Design uart_rx_flat, sky130hd; sources not shown.
Ports around the boundary:
Scale: 6 px per um. Pins as bars across the die edge, other pins in grey.
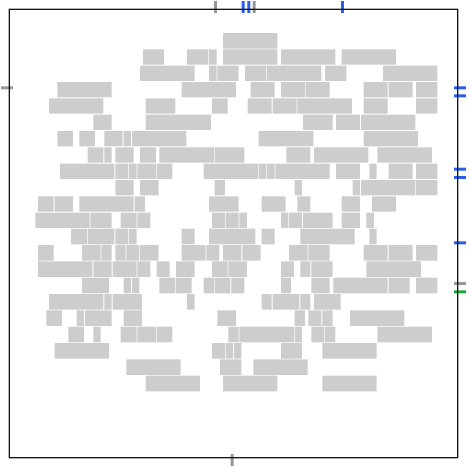
blue -> bus_rx_data_out  # pins 8, direction output, edge 5 east, 3 north
green -> bus_frame_err  # pins 1, direction output, edge east
all pins by edge = 7 east, 5 north, 1 south, 1 west
count of input and output buffers: 13
die height: 74.5 um
Die W: 74.5 um

A small window of the routed layout:
Window x 25 to 50, y 10 to 35 um. Cells in grey, sequential cells in the stronger grey; small squares are vias.
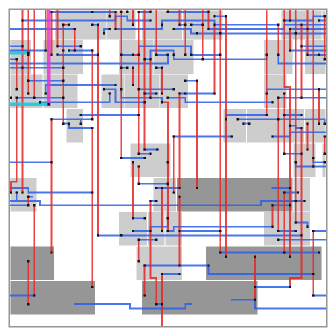
cyan -> metal 3
red -> metal 2
magenta -> metal 4
blue -> metal 1
cells with their middle in the window = 35
sequential cells in the window = 4
most frequent = dfrtp_1 (4), nand3_1 (3)

==> impl_metrics.py <==
# Generated from Yosys and OpenROAD reports
metrics = {
    "critical_path": {
        "critPathTopFamily": "simple AND/OR/NAND/NOR gates",
        "crit_chain": "or4_1, nor4_4, and4_1, mux2_2",
        "cpPeakStageDelay_ps": 650,
    },
    "run_status": {
        "status": "finished, final reports clean",
    },
    "grt": {
        "antenna_found_initial": 0,
        "grt_overflow": 0,
    },
    "yosys": {
        "top_area_cell": "dfrtp_1",
        "common_cells": "dfrtp_1 (39), mux2_2 (16), nand2_1 (14)",
        "yosysChipArea_um2": 1920,
        "numSynthFlops": 39,
        "syn-num-nets": 176,
        "yosysWarnings": 6,
        "avgSynthCellArea_um2": 11.4,
        "synth_async_sr_flop_share_pct": 100,
    },
    "finish": {
        "fill_cells": 408,
        "final_nets": 188,
        "n_antenna_cell": 0,
        "area_growth_pct": 14.2,
        "utilization_pct": 49.4,
        "seq_area_um2": 976,
        "finish.instance_area_um2": 2200,
        "drive_above_1_share_pct": 18.2,
    },
    "drt": {
        "first_pass_iters": 4,
        "drt_wl_total_um": 3680,
        "ant_nets": 0,
    },
    "min_path": {
        "worstHoldPathType": "reg2reg",
    },
    "sta": {
        "final_hold_viol_count": 0,
        "post-route-period-util_pct": 56.4,
        "period_needed_ps": 2650,
        "fin_hold_ws_ps": 355,
        "maxSlewHeadroom_pct": 43.2,
        "worst_pin_slew_ps": 844,
    },
    "clocking": {
        "cts_setup_buffers": 0,
        "root_buffer": "clkbuf_8",
        "clockBufferDepth": 2,
        "cts_max_level": 2,
    },
    "placed_design": {
        "place_ws_ps": 2080,
        "gp_congestion": 0.874,
    },
    "floorplan": {
        "coreArea_um2": 4440,
        "rows": 24,
        "dieArea_um2": 5550,
    },
    "power_and_ir_drop": {
        "ir_worst_vdd_mv": 0.235,
        "power_w": 0.000801,
    },
    "job": {
        "tool_warnings": 28,
    },
}
[per-layer routing]
metal	vias up	track usage, %	wire length (um)
met1	657	18.5	1690
met4	0	6.32	53
met3	7	3.78	86
met5	-	0	0
met2	18	25.7	1840
li1	634	-	-
[power breakdown]
group | total, W | internal, W | switching, W
Sequential | 0.000417 | 0.000367 | 0.0000501
Clock | 0.000277 | 0.000158 | 0.000119
Combinational | 0.000107 | 0.0000501 | 0.0000569
[area by class of cell]
type | count | area share (%)
Clock buffer | 5 | 3.13
Clock inverter | 3 | 1.99
Inverter | 6 | 1.03
Multi-Input combinational cell | 113 | 39.9
Sequential cell | 39 | 44.4
Tap cell | 52 | 2.96
Timing Repair Buffer | 15 | 6.61
[kinds of logic (layout without fill, tap and decap cells)]
family                   count (synthesis)  after routing  share of synthesized area (%)
multiplexers                            16             16                           9.37
AND-OR/OR-AND                           25             25                           9.50
flip-flops                              39             39                           50.7
XOR/XNOR                                10             10                           4.55
AND/OR/NAND/NOR                         57             57                           18.9
buffers and inverters                   16             29                           3.71
adder cells (fa/ha/maj)                  5              5                           3.25
[cells in the final DEF (no fill, tap or decap), drive strengths merged, types with 3 or more instances in the layout]
cell,synthesis,routed
nor4,6,6
nand2,14,14
nor2,4,4
inv,6,6
ha,5,5
clkbuf,6,5
clkdlybuf4s50,0,13
xor2,7,7
and4,4,4
nor2b,4,4
dfrtp,39,39
xnor2,3,3
a211oi,12,12
o21ai,3,3
mux2,16,16
nand4,3,3
nand3,6,6
